<file path="config.mk">
export PLATFORM = sky130hd
export DESIGN_NAME = rv32i_register_file_flat
export DESIGN_NICKNAME = d
export VERILOG_FILES = /design/src/rtl/rv32i_register_file_if.sv /design/src/rtl/rv32i_register_file.sv /design/src/flat_wrapper.sv
export SDC_FILE = /design/constraint.sdc
export NUM_CORES = 1
export LEC_CHECK = 0
export CAP_MARGIN = 20
export CORE_MARGIN = 5
export CORE_UTILIZATION = 62
export DETAILED_ROUTE_END_ITERATION = 12
export PLACE_DENSITY = 0.83
export REMOVE_ABC_BUFFERS = 1
export SLEW_MARGIN = 0
export SYNTH_ARGS = -nofsm -noshare
export SYNTH_HDL_FRONTEND = slang
export SYNTH_SLANG_ARGS = --single-unit
export TNS_END_PERCENT = 5
</file>
<file path="constraint.sdc">
create_clock -name i_clk -period 6.3 [get_ports i_clk]
set_input_delay 0.945 -clock i_clk [delete_from_list [all_inputs] [get_ports i_clk]]
set_output_delay 0.945 -clock i_clk [all_outputs]
set_load 0.05 [all_outputs]
</file>
<file path="src/rtl/rv32i_register_file_if.sv">
// Request/response bundle between the decode stage (master) and the RV32I register file (slave).
// Handshake: the master holds exactly one of the enables until the matching one-cycle valid pulse is seen, and drops it at the edge that ends that pulse.
interface rv32i_register_file_if #(
  parameter int WORD_SIZE = 32
);
  logic                 i_register_rst;
  logic                 i_register_read_en;
  logic                 i_register_write_en;
  logic [4:0]           i_register_addr;
  logic [WORD_SIZE-1:0] i_register_write_data;
  logic [WORD_SIZE-1:0] o_register_read_data;
  logic                 o_register_read_valid;
  logic                 o_register_write_valid;
  logic                 o_register_busy;

  modport master (
    output i_register_rst,
    output i_register_read_en,
    output i_register_write_en,
    output i_register_addr,
    output i_register_write_data,
    input  o_register_read_data,
    input  o_register_read_valid,
    input  o_register_write_valid,
    input  o_register_busy
  );

  modport slave (
    input  i_register_rst,
    input  i_register_read_en,
    input  i_register_write_en,
    input  i_register_addr,
    input  i_register_write_data,
    output o_register_read_data,
    output o_register_read_valid,
    output o_register_write_valid,
    output o_register_busy
  );
endinterface

</file>
<file path="src/rtl/rv32i_register_file.sv">
// Multicycle single-port RV32I register file (x0 hardwired to zero), one request per two cycles.
// Optional clear sweep of x1..x31 is built when REGFILE_CLEAR_SWEEP_EN is defined.
module rv32i_register_file #(
  parameter int WORD_SIZE = 32,
  parameter int NUM_REGS  = 32
) (
  input  logic                         i_clk,
  input  logic                         i_rst,
  rv32i_register_file_if.slave         bus,
  output logic [1:0]                   dbg_state
);

  localparam logic [5:0] REG_LIMIT = 6'(NUM_REGS);
  localparam logic [4:0] LAST_REG  = 5'(NUM_REGS - 1);

`ifdef REGFILE_CLEAR_SWEEP_EN
  typedef enum logic [1:0] {
    IDLE       = 2'd0,
    READ_RESP  = 2'd1,
    WRITE_RESP = 2'd2,
    CLEAR      = 2'd3
  } state_t;
`else
  typedef enum logic [1:0] {
    IDLE       = 2'd0,
    READ_RESP  = 2'd1,
    WRITE_RESP = 2'd2
  } state_t;
`endif

  state_t               state;
  logic [WORD_SIZE-1:0] regs [1:NUM_REGS-1];

  logic                 clear_req;
  logic                 accept_write;
  logic                 accept_read;
  logic                 addr_ok;
  logic [WORD_SIZE-1:0] read_val;
  logic                 arr_we;
  logic [4:0]           arr_waddr;
  logic [WORD_SIZE-1:0] arr_wdata;

`ifdef REGFILE_CLEAR_SWEEP_EN
  logic [4:0] sweep_cnt;
  assign clear_req = (state == IDLE) && bus.i_register_rst;
`else
  logic unused_register_rst;
  assign unused_register_rst = bus.i_register_rst;
  assign clear_req           = 1'b0;
`endif

  // A write wins over a simultaneous read; the held read is picked up in the next IDLE cycle.
  assign accept_write = (state == IDLE) && !clear_req && bus.i_register_write_en;
  assign accept_read  = (state == IDLE) && !clear_req && !bus.i_register_write_en
                        && bus.i_register_read_en;
  assign addr_ok      = {1'b0, bus.i_register_addr} < REG_LIMIT;

  always_comb begin
    read_val = '0;
    if (addr_ok && (bus.i_register_addr != 5'd0)) begin
      read_val = regs[bus.i_register_addr];
    end
  end

  always_comb begin
    arr_we    = 1'b0;
    arr_waddr = bus.i_register_addr;
    arr_wdata = bus.i_register_write_data;
    if (accept_write && addr_ok && (bus.i_register_addr != 5'd0)) begin
      arr_we = !i_rst;
    end
`ifdef REGFILE_CLEAR_SWEEP_EN
    if (state == CLEAR) begin
      arr_we    = !i_rst;
      arr_waddr = sweep_cnt;
      arr_wdata = '0;
    end
`endif
  end

  // Storage has no reset; reset only suppresses the write on its edge.
  always_ff @(posedge i_clk) begin
    if (arr_we) begin
      regs[arr_waddr] <= arr_wdata;
    end
  end

  always_ff @(posedge i_clk) begin
    if (i_rst) begin
      state                      <= IDLE;
      bus.o_register_read_data   <= '0;
      bus.o_register_read_valid  <= 1'b0;
      bus.o_register_write_valid <= 1'b0;
      bus.o_register_busy        <= 1'b0;
`ifdef REGFILE_CLEAR_SWEEP_EN
      sweep_cnt                  <= 5'd0;
`endif
    end else begin
      bus.o_register_read_valid  <= 1'b0;
      bus.o_register_write_valid <= 1'b0;
      case (state)
        IDLE: begin
          if (clear_req) begin
`ifdef REGFILE_CLEAR_SWEEP_EN
            state               <= CLEAR;
            sweep_cnt           <= 5'd1;
            bus.o_register_busy <= 1'b1;
`endif
          end else if (accept_write) begin
            state                      <= WRITE_RESP;
            bus.o_register_write_valid <= 1'b1;
            bus.o_register_busy        <= 1'b1;
          end else if (accept_read) begin
            state                     <= READ_RESP;
            bus.o_register_read_data  <= read_val;
            bus.o_register_read_valid <= 1'b1;
            bus.o_register_busy       <= 1'b1;
          end
        end
        READ_RESP, WRITE_RESP: begin
          state               <= IDLE;
          bus.o_register_busy <= 1'b0;
        end
`ifdef REGFILE_CLEAR_SWEEP_EN
        CLEAR: begin
          if (sweep_cnt == LAST_REG) begin
            state               <= IDLE;
            sweep_cnt           <= 5'd0;
            bus.o_register_busy <= 1'b0;
          end else begin
            sweep_cnt <= sweep_cnt + 5'd1;
          end
        end
`endif
        default: begin
          state               <= IDLE;
          bus.o_register_busy <= 1'b0;
        end
      endcase
    end
  end

  assign dbg_state = state;

endmodule

</file>
<file path="src/flat_wrapper.sv">
// flat-port wrapper written by rule: the top's interface ports become plain ports
module rv32i_register_file_flat 
#(
  parameter int WORD_SIZE = 32,
  parameter int NUM_REGS  = 32
)
  (i_clk, i_rst, dbg_state, bus_i_register_rst, bus_i_register_read_en, bus_i_register_write_en, bus_i_register_addr, bus_i_register_write_data, bus_o_register_read_data, bus_o_register_read_valid, bus_o_register_write_valid, bus_o_register_busy);
  rv32i_register_file_if #(.WORD_SIZE(WORD_SIZE)) bus_i ();
  input  logic i_clk;
  input  logic i_rst;
  output logic [1:0] dbg_state;
  input wire logic [$bits(bus_i.i_register_rst)-1:0] bus_i_register_rst;
  input wire logic [$bits(bus_i.i_register_read_en)-1:0] bus_i_register_read_en;
  input wire logic [$bits(bus_i.i_register_write_en)-1:0] bus_i_register_write_en;
  input wire logic [$bits(bus_i.i_register_addr)-1:0] bus_i_register_addr;
  input wire logic [$bits(bus_i.i_register_write_data)-1:0] bus_i_register_write_data;
  output wire logic [$bits(bus_i.o_register_read_data)-1:0] bus_o_register_read_data;
  output wire logic [$bits(bus_i.o_register_read_valid)-1:0] bus_o_register_read_valid;
  output wire logic [$bits(bus_i.o_register_write_valid)-1:0] bus_o_register_write_valid;
  output wire logic [$bits(bus_i.o_register_busy)-1:0] bus_o_register_busy;
  assign bus_i.i_register_rst = bus_i_register_rst;
  assign bus_i.i_register_read_en = bus_i_register_read_en;
  assign bus_i.i_register_write_en = bus_i_register_write_en;
  assign bus_i.i_register_addr = bus_i_register_addr;
  assign bus_i.i_register_write_data = bus_i_register_write_data;
  assign bus_o_register_read_data = bus_i.o_register_read_data;
  assign bus_o_register_read_valid = bus_i.o_register_read_valid;
  assign bus_o_register_write_valid = bus_i.o_register_write_valid;
  assign bus_o_register_busy = bus_i.o_register_busy;
  rv32i_register_file #(.WORD_SIZE(WORD_SIZE), .NUM_REGS(NUM_REGS)) u_core (.i_clk(i_clk), .i_rst(i_rst), .bus(bus_i), .dbg_state(dbg_state));
endmodule
</file>
Figure 1. Routing congestion map (run 1).
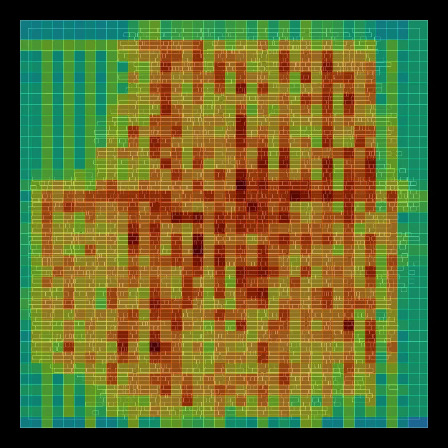
Layout Utilization: 0.7073
grt met2 use: 0.4446
gr usage total: 0.2783
met3 usage in global routing: 0.05911
grt peak-use layer: met2

Figure 2. Pin placement (run 1).
(2 px per um) Pins as bars across the die edge, other pins in gray.
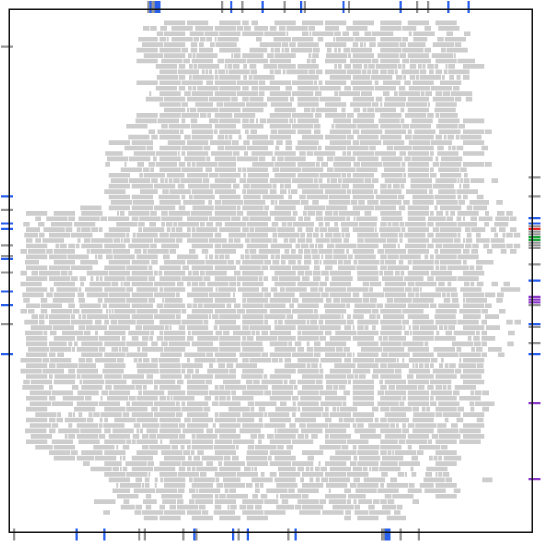
Key: blue = bus_i_register_write_data [pins 32, direction input, edge 11 north, 9 south, 7 west, 5 east]; green = dbg_state [pins 2, direction output, edge east]; red = bus_o_register_busy [pins 1, direction output, edge east]; purple = bus_i_register_addr [pins 5, direction input, edge east]
All pins by edge: 25 east, 21 north, 20 south, 13 west.
DIE WIDTH: 260.8 um
Die Span Y: 260.8 um
Port Buffer Count: 77

Figure 3. Layout detail (run 1).
Window x 118 to 143, y 66 to 91 um. Cells in gray, sequential cells in the stronger gray; small squares are vias.
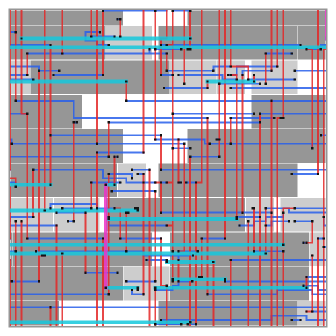
Key: magenta = met4; blue = met1; cyan = met3; red = met2
Most frequent: edfxtp_1 (15), mux2i_1 (8), o22ai_1 (4). Sequential cells in the window: 15. 27 logic cells have their middle in the window. Netlist names of flops here include u_core.regs (15).

Figure 4. Sequential cells grouped by signal name (run 1).
(1 px per um) Other sequential cells in the stronger gray, the rest of the logic in the fainter gray.
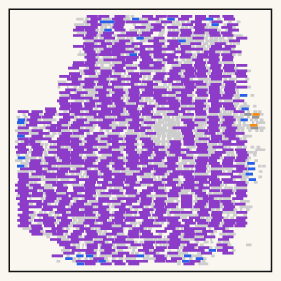
Key: orange = u_core.dbg_state [placed flops 2]; blue = u_core.bus.o_register_read_data [placed flops 32, where spread over the die]; purple = u_core.regs [placed flops 992, where spread over the die]
Another 3 sequential cells are not colored.
Seq/total area: 0.6880
seq pwr: 0.00755 W

## run 1: metrics by stage
stage	hold WS [ns]	utilization	cells	worst slack, ns
after CTS	0.4841	0.7023	3160	2.313
after global placement	0.4633	0.6522	2976	1.718
after detailed placement	0.4633	0.6535	2980	1.624
after global routing	0.4947	0.7072	3173	2.139
final	0.4809	0.7073	3174	2.160
after floorplan	0.5785	-	1994	1.908
## run 1: worst max-delay path: cells and delay by family
kind	cells	cell delay, ns
AND/OR/NAND/NOR	3	1.89
buffers and inverters	2	1.60
## run 1: routing by layer
metal / vias up / track usage / part of all wire
met5: - / 0.02266 / 0.0022
met4: 2 / 0.1145 / 0.043
met3: 259 / 0.05911 / 0.12
met2: 1538 / 0.4446 / 0.48
met1: 10850 / 0.3783 / 0.36
li1: 8897 / - / -
==> flow_metrics.tcl, run 1 <==
# yosys + openroad results
set metrics [dict create \
    p_comb_w 0.000664 \
    r2r_cells 5 \
    yosys_warnings 0 \
    outcome "finished clean" \
    maxPowerGroup "sequential cells" \
    finalWeightedCongestion 0.8136 \
    buffers 153 \
    min_period_ns 4.140 \
    crit_type "input port to flop" \
    ys_cells 2124 \
    antenna_found_initial 0 \
    p_leak_nw 15.16 \
    hold_depth 1 \
    vias 21550 \
    n_antenna_cell 1 \
    worstHoldPathType "flop to flop" \
    crit_required_ns 6.61 \
    clock-sinks 1029 \
    largest_class "registers" \
    pg_clk_w 0.00560 \
    cts_max_level 3 \
    num-clock-buffers 138 \
    slowest_delay_ns 1.15 \
    worstSetupStartpointType "input port" \
    combGateArea_sq_um 8073 \
    total_power_w 0.01381 \
    clock_latency_ns 0.67 \
    yosys-top-cells-count "edfxtp_1, mux2i_1, o22ai_1" \
    cp_slowest_cell "clkdlybuf4s50_1" \
    avgSynthCellArea_sq_um 18.36 \
    largest_reg_flops 992 \
    clockPowerShare 0.405 \
    rsz0062_at_grt "no" \
    logic_gate_count 965 \
    cts_resized 0 \
    ys_sh_simple 0.02683 \
    regMostFlops "u_core.regs" \
    path_max_fanout 23 \
    mostFrequentLayoutCell "edfxtp_1" \
]
==> run 1 -> run 2 <==
--- a/config.mk
+++ b/config.mk
@@ -7,9 +7,9 @@
 export LEC_CHECK = 0
 export CAP_MARGIN = 20
 export CORE_MARGIN = 5
-export CORE_UTILIZATION = 62
+export CORE_UTILIZATION = 56
 export DETAILED_ROUTE_END_ITERATION = 12
-export PLACE_DENSITY = 0.83
+export PLACE_DENSITY = 0.8
 export REMOVE_ABC_BUFFERS = 1
 export SLEW_MARGIN = 0
 export SYNTH_ARGS = -nofsm -noshare
==> constraint.sdc (replaced) <==
create_clock -name i_clk -period 3.71 [get_ports i_clk]
set_input_delay 0.5565 -clock i_clk [delete_from_list [all_inputs] [get_ports i_clk]]
set_output_delay 0.5565 -clock i_clk [all_outputs]
set_load 0.05 [all_outputs]
Figure 5. Routing congestion map (run 2).
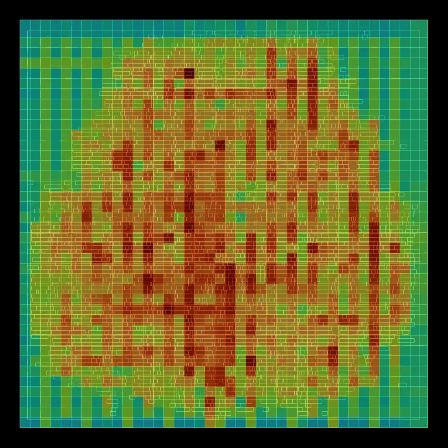
gr usage total: 0.2503
grt met2 use: 0.4093
Layout Utilization: 0.6549

Figure 6. Layout detail (run 2).
Window x 124 to 149, y 70 to 95 um. Cells in gray, sequential cells in the stronger gray; small squares are vias.
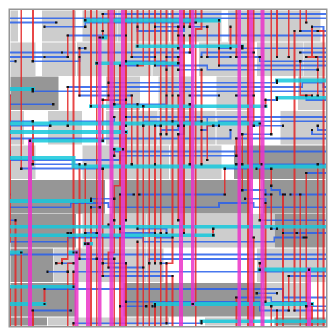
Key: magenta = met4; blue = met1; red = met2; cyan = met3
37 logic cells have their middle in the window. Netlist names of flops here include u_core.regs (4). Sequential cells in the window: 4. Most frequent: buf_4 (9), nor2_4 (6), edfxtp_1 (4).

==> flow_metrics.tcl, run 2 <==
# yosys + openroad results
set metrics [dict create \
    slowest_delay_ns 0.77 \
    largest_reg_flops 992 \
    clockPowerShare 0.419 \
    stdcell_area_sq_um 45080 \
    largest_area_cell "edfxtp_1" \
    cts_resized 0 \
    avgSynthCellArea_sq_um 18.36 \
    cp_slowest_cell "clkdlybuf4s50_1" \
    n_antenna_cell 0 \
    seq_power_w 0.0128 \
    fp_util 0.5665 \
    place_ws_ns 0.4393 \
    cts_max_level 3 \
    die_y_um 273.9 \
    drive_gt1_frac 0.1356 \
    ys.flop_type "edfxtp_1" \
    reg2reg_slack_ns 1.06 \
    worstSetupStartpointType "input port" \
    outcome "finished clean" \
    r2r_cells 6 \
    maxPowerGroup "sequential cells" \
    p_leak_nw 15.52 \
    port_buffers 77 \
    critPathTopFamily "simple AND/OR/NAND/NOR gates" \
    finalWeightedCongestion 0.8444 \
    p_comb_w 0.00111 \
    total_power_w 0.02395 \
    clock_latency_ns 0.67 \
    mostFrequentLayoutCell "edfxtp_1" \
    path_buffers 2 \
    pg_clk_w 0.0100 \
    antenna_found_initial 0 \
    ys_sh_simple 0.02683 \
    timing.rr.end "u_core.regs[7][4]$_DFFE_PP_" \
    path_depth 7 \
    fin_cells 3313 \
    ys_cells 2124 \
    yosys-top-cells-count "edfxtp_1, mux2i_1, o22ai_1" \
    min_period_ns 2.684 \
    rsz0062_at_grt "no" \
    worstHoldPathType "flop to flop" \
    whs_ns 0.4808 \
    hold_depth 1 \
    dpl.cell_count 3122 \
    clock-sinks 1029 \
    synthesis.area_sq_um 38990 \
    crit_required_ns 4.28 \
    vias 21260 \
    fin_ws_ns 1.026 \
]
-- run 2: cell counts after synthesis --
No cell type changed its count.
-- run 2: logic make-up after synthesis --
| family | Yosys count |
|---|---|
| simple gates | 195 |
| flops | 1029 |
| mux | 480 |
| compound gates | 290 |
| buf+inv | 130 |
-- run 2: routing by layer --
metal	track usage	vias to the layer above	wire length, um
met3	0.05443	274	8824
met5	0	-	0
met1	0.3295	10760	35920
li1	-	9004	-
met4	0.1063	0	4262
met2	0.4093	1218	46190
-- run 2: layout make-up --
| class | count | area, sq um |
|---|---|---|
| fill | 4336 | 23750 |
| multi-input combinational | 965 | 8073 |
| tap | 931 | 1165 |
| sequential | 1029 | 30530 |
| clock buffer | 131 | 2753 |
| clock inverter | 55 | 525.5 |
| timing repair buffer | 202 | 2032 |
==> run 2 -> run 3 <==
--- a/config.mk
+++ b/config.mk
@@ -7,9 +7,9 @@
 export LEC_CHECK = 0
 export CAP_MARGIN = 20
 export CORE_MARGIN = 5
-export CORE_UTILIZATION = 56
+export CORE_UTILIZATION = 62
 export DETAILED_ROUTE_END_ITERATION = 12
-export PLACE_DENSITY = 0.8
+export PLACE_DENSITY = 0.83
 export REMOVE_ABC_BUFFERS = 1
 export SLEW_MARGIN = 0
 export SYNTH_ARGS = -nofsm -noshare
==> constraint.sdc (replaced) <==
create_clock -name i_clk -period 2.8 [get_ports i_clk]
set_input_delay 0.42 -clock i_clk [delete_from_list [all_inputs] [get_ports i_clk]]
set_output_delay 0.42 -clock i_clk [all_outputs]
set_load 0.05 [all_outputs]
Figure 7. Sequential cells grouped by signal name (run 3).
(1 px per um) Other sequential cells in the stronger gray, the rest of the logic in the fainter gray.
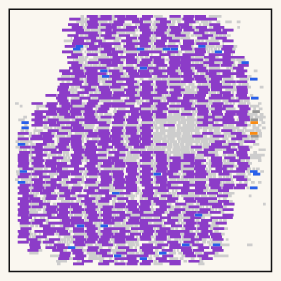
Key: orange = u_core.dbg_state [placed flops 2]; purple = u_core.regs [placed flops 992, where spread over the die]; blue = u_core.bus.o_register_read_data [placed flops 32, where spread over the die]
Another 3 sequential cells are not colored.
Seq. cell area: 30,530 sq um
seq pwr: 0.0170 W
Seq/total area: 0.6665
Layout Utilization: 0.7301

Figure 8. Routing congestion map (run 3).
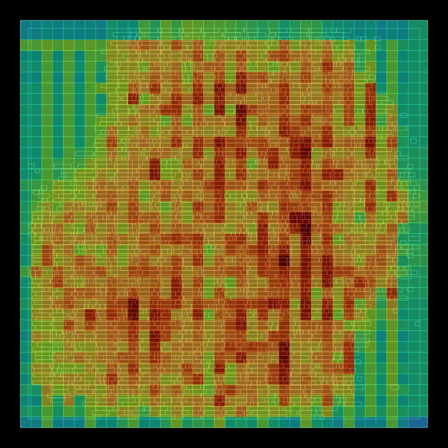
met3 usage in global routing: 0.05708
DR WL/cell: 29.03 um
gr usage total: 0.2800
grt met2 use: 0.4588

==> flow_metrics.tcl, run 3 <==
# yosys + openroad results
set metrics [dict create \
    maxPowerGroup "sequential cells" \
    r2r_cells 5 \
    cts_resized 0 \
    path_buffers 1 \
    n_antenna_cell 0 \
    ys_cells 2124 \
    drive_gt1_frac 0.1543 \
    p_comb_w 0.00159 \
    fp_util 0.6215 \
    stdcell_area_sq_um 45800 \
    die_y_um 260.8 \
    maxUsedRoutingLayer "met4" \
    largest_reg_flops 992 \
    rsz0062_at_grt "no" \
    dpl.cell_count 3112 \
    top_usage_layer "met2" \
    whs_ns 0.4718 \
    clock-sinks 1029 \
    worstSetupStartpointType "flop" \
    worstHoldPathType "input port to flop" \
    crit_required_ns 2.38 \
    hold_depth 2 \
    cts_max_level 3 \
    outcome "finished clean" \
    path_depth 1 \
    total_power_w 0.03129 \
    wl_met2_mm 46.68 \
    reg2reg_slack_ns 0.43 \
    largest_area_cell "edfxtp_1" \
    nFillCells 3379 \
    avgSynthCellArea_sq_um 18.36 \
    slowest_delay_ns 0.86 \
    clock_latency_ns 0.66 \
    met3_length_mm 10.62 \
    min_period_ns 2.408 \
    cp_slowest_cell "clkdlybuf4s50_1" \
    antenna_found_initial 0 \
    synthesis.area_sq_um 38990 \
    p_leak_nw 15.89 \
    fin_ws_ns 0.3916 \
    yosys-top-cells-count "edfxtp_1, mux2i_1, o22ai_1" \
    mostFrequentLayoutCell "edfxtp_1" \
    clockPowerShare 0.407 \
    finalWeightedCongestion 0.8109 \
]
==> run 3: cell counts after synthesis <==
No cell type changed its count.
==> run 3: area by class of cell <==
cell class,instances,area [sq um],share of cell area
tap,846,1059,0.02311
clock buffer,133,2582,0.05638
clock inverter,44,485.5,0.01060
sequential,1029,30530,0.6665
timing repair buffer,272,3075,0.06714
multi-input combinational,965,8073,0.1762
==> run 3: kinds of logic (layout without fill, tap and decap cells) <==
kind of cell | after synthesis | in the layout | synth area share
AND-OR/OR-AND | 290 | 290 | 0.04987
buffers and inverters | 130 | 449 | 0.01714
flip-flops | 1029 | 1029 | 0.7830
multiplexers | 480 | 480 | 0.1232
AND/OR/NAND/NOR | 195 | 195 | 0.02683
Power is estimated from default activity; no workload was simulated.
